**Run 1: signal wires on met1**

(2 px per µm) Supply wires on this layer in grey.
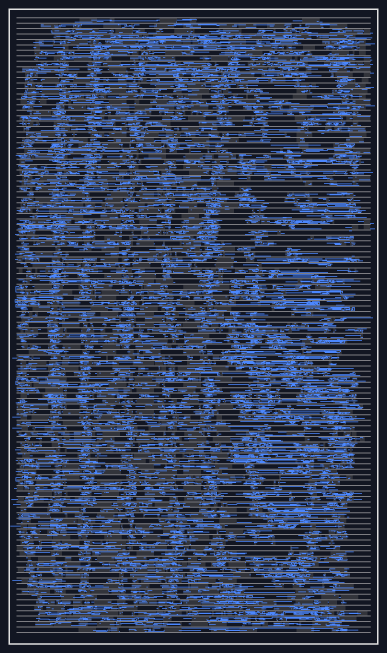
**Run 1: the metal 2 layer**

(2 px per µm)
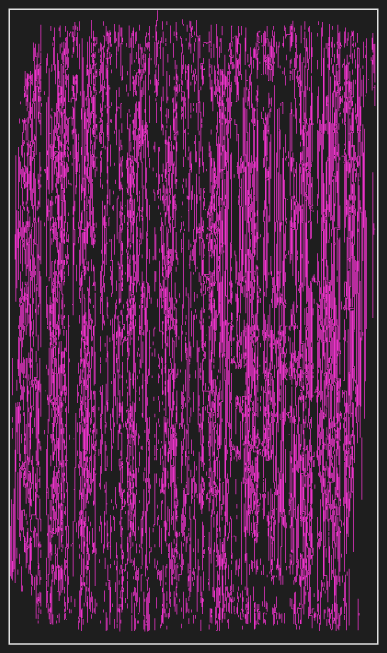
**Run 1: signal wires on met3**

(2 px per µm)
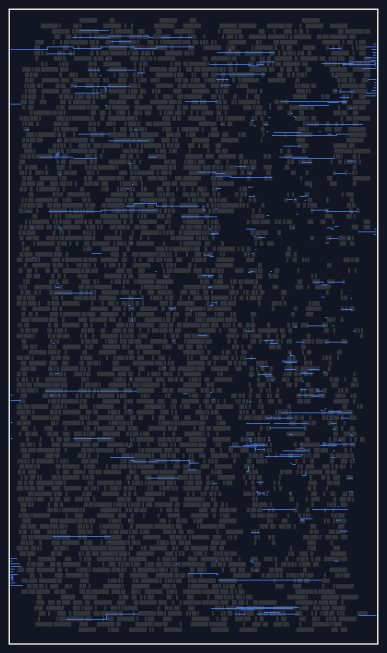
Design cic_decimator, sky130hd; sources not shown.
==> results.json, run 1 <==
{
  "status": "completed",
  "max_stage_delay_ns": 0.65,
  "ys_types": 106,
  "syn2layout_area_growth_pct": 7.787,
  "worst_pin_slew_ns": 1.020,
  "drt-initial-drc-count": 1009,
  "ys_cells": 3224,
  "slew_headroom_pct": 31.47,
  "worstSetupPathType": "reg -> reg",
  "ff_type": "dfrtp_1",
  "fa_ha_area_share_pct": 11.38,
  "final_util_pct": 54.60,
  "layout_top_cell": "nor2_1",
  "top_area_share_pct": 30.67,
  "wire_per_inst_um": 19.63,
  "ys_sh_xor_pct": 6.511,
  "internal_power_mw": 1.566,
  "clock_path_buffers": 3,
  "place_ws_ns": 5.090,
  "ys_seq_share_pct": 30.67,
  "fp_util_pct": 50.66,
  "fmax_mhz": 98.57,
  "rr_worst_depth": 30,
  "avgSynthCellArea_um2": 8.553,
  "stdcell_count": 3922,
  "antenna_found_initial": 1,
  "critical_path_required_ns": 15.59,
  "clockRootBuffer": "clkbuf_16",
  "core-area_mm2": 0.05443,
  "finalHoldViolCount": 0,
  "synthCells": 3224,
  "dp_cells": 3859,
  "cap_violations": 0,
  "hold_path.class": "reg -> reg",
  "area_leaders": "dfrtp_1 31%, ha_1 11%, mux2i_1 9.0%, nor2_1 6.8%, a21oi_1 4.7%"
}
About 'signal wires on met1':
The wires run mostly horizontal. The longest straight run is 64.9 µm. 3301 nets have wire on it.
met1 usage: 25.65%
Detailed Route WL: 76.98 mm

About 'the metal 2 layer':
The longest straight run is 145 µm. The layer holds 55% of the routed length. 2957 nets have wire on it. The wires run mostly vertical. The layer carries 42.5 mm of wire.
M2 GR Usage: 52.54%
Via Count: 23380

About 'signal wires on met3':
The layer carries 1970 µm of wire. The wires run mostly horizontal. 183 nets have wire on it.
M3 GR Usage: 2.605%

[run 1: power groups by stage]
stage / logic, mW / clock network, mW / registers, mW
global placement: 0.358 / 0 / 0.928
CTS: 0.362 / 0.937 / 0.912
finish: 0.365 / 0.911 / 0.912
global route: 0.395 / 0.970 / 0.912
floorplan: 0.237 / 0 / 0.927
detailed placement: 0.361 / 0 / 0.928
[run 1: routing by layer]
metal	routed length (µm)	vias up	part of all wire, %
met5	0	-	0
met4	5542	0	7.2
met3	1969	203	2.6
met2	42540	426	55
met1	26930	11250	35
li1	-	11500	-
[run 1: layout make-up]
cell class                 instances  area [µm²]
inverter                         166       623.1
antenna                            1       2.502
timing repair buffer              70       623.1
fill                            5086       24710
sequential                       338        8464
tap                              690       863.3
clock inverter                     9       141.4
multi-input combinational       2595       17930
clock buffer                      53        1077
**Run 1: met4 routing**

(1.5 px per µm) Supply wires on this layer in grey.
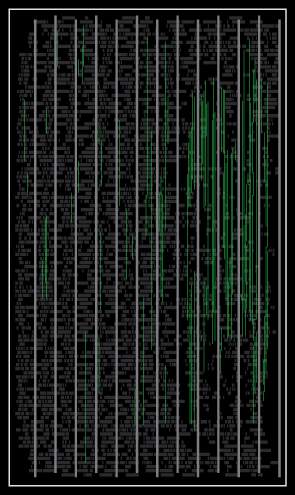

## Run 2: what changed since run 1
--- a/config.mk
+++ b/config.mk
@@ -9,7 +9,7 @@
 export CORE_MARGIN = 3
 export CORE_UTILIZATION = 50
 export DETAILED_ROUTE_END_ITERATION = 8
-export PLACE_DENSITY = 0.66
+export PLACE_DENSITY = 0.68
 export SYNTH_ARGS = -nofsm -noshare
 export SYNTH_HDL_FRONTEND = slang
 export SYNTH_SLANG_ARGS = --single-unit
==> constraint.sdc (replaced) <==
create_clock -name clk -period 9.3 [get_ports clk]
set_input_delay 2.325 -clock clk [delete_from_list [all_inputs] [get_ports clk]]
set_output_delay 2.325 -clock clk [all_outputs]
set_load 0.02 [all_outputs]
**Run 2: met4 routing**

(1.5 px per µm) Supply wires on this layer in grey.
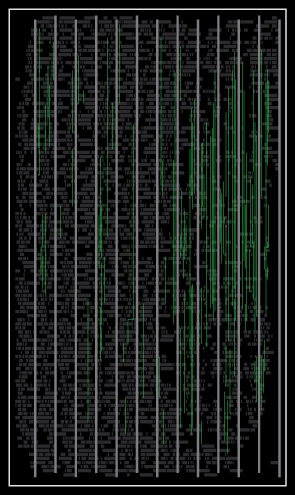
The wires run mostly vertical. The layer holds 7.8% of the routed length. The longest straight run is 169 µm. 86 nets have wire on it.
Detailed Route WL: 76.67 mm
Via Count: 23380

**Run 2: the metal 2 layer**

(2 px per µm)
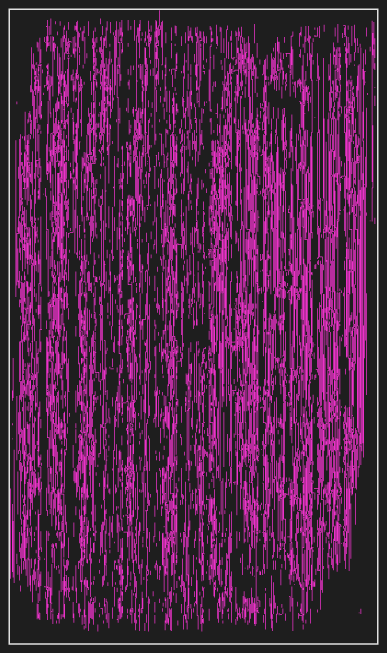
The longest straight run is 198 µm. The layer carries 42.0 mm of wire. The wires run mostly vertical. 2954 nets have wire on it. The layer holds 55% of the routed length.
M2 GR Usage: 51.78%

==> results.json, run 2 <==
{
  "use_met3_pct": 3.064,
  "worstSetupPathType": "reg -> reg",
  "ys_seq_share_pct": 30.67,
  "clock_path_buffers": 3,
  "drt-initial-drc-count": 1142,
  "final_util_pct": 54.72,
  "worst_pin_slew_ns": 1.427,
  "hold_path.class": "reg -> reg",
  "ys_types": 106,
  "powerClk_mw": 1.54,
  "power.group.top": "clock",
  "wl_met1_mm": 26.51,
  "ff_type": "dfrtp_1",
  "p_comb_mw": 0.594,
  "fp_util_pct": 50.66,
  "powerSeq_mw": 1.49,
  "status": "completed",
  "cts.sink_count": 338,
  "wl_met3_mm": 2.208,
  "slew_headroom_pct": 4.104,
  "met1_usage_pct": 25.61,
  "fmax_mhz": 114.1,
  "top_area_share_pct": 30.67,
  "cap_violations": 0,
  "ys_sh_xor_pct": 6.511,
  "syn2layout_area_growth_pct": 8.018,
  "fa_ha_area_share_pct": 11.38,
  "avgSynthCellArea_um2": 8.553,
  "stdcell_count": 3924,
  "place_ws_ns": 0.4707,
  "finalHoldViolCount": 0,
  "layout_top_cell": "nor2_1",
  "synthCells": 3224,
  "wire_per_inst_um": 19.54,
  "topRoutingLayerUsed": "met4",
  "internal_power_mw": 2.591,
  "area_leaders": "dfrtp_1 31%, ha_1 11%, mux2i_1 9.0%, nor2_1 6.8%, a21oi_1 4.7%",
  "cp_slowest_cell": "dfrtp_1",
  "dp_cells": 3861,
  "max_stage_delay_ns": 0.69,
  "core-area_mm2": 0.05443,
  "routed-wl-met2_mm": 41.96,
  "hold_depth": 2,
  "ys_cells": 3224,
  "rr_worst_depth": 27
}
-- run 2: cell types whose count changed in the layout (fill, tap and decap cells not counted), sizes merged --
| cell | delta |
|---|---|
| clkbuf | -5 |
| buf | +2 |
| bufinv | +2 |
| clkinvlp | +2 |
| inv | +1 |
-- run 2: timing repair --
action,CTS,global route
gates resized,0,1
setup buffers,0,0
endpoints found under the setup margin,0,12
hold buffers,0,0
-- run 2: final cells by class --
cell class / instances / area, µm² / share of cell area, %
timing repair buffer: 72 / 663.1 / 2.226
inverter: 166 / 623.1 / 2.092
clock inverter: 14 / 217.7 / 0.7309
multi-input combinational: 2595 / 17920 / 60.18
antenna: 1 / 2.502 / 0.008402
tap: 690 / 863.3 / 2.899
sequential: 338 / 8464 / 28.42
clock buffer: 48 / 1027 / 3.449
No activity file was given, so power comes from the tool's default toggle rates.
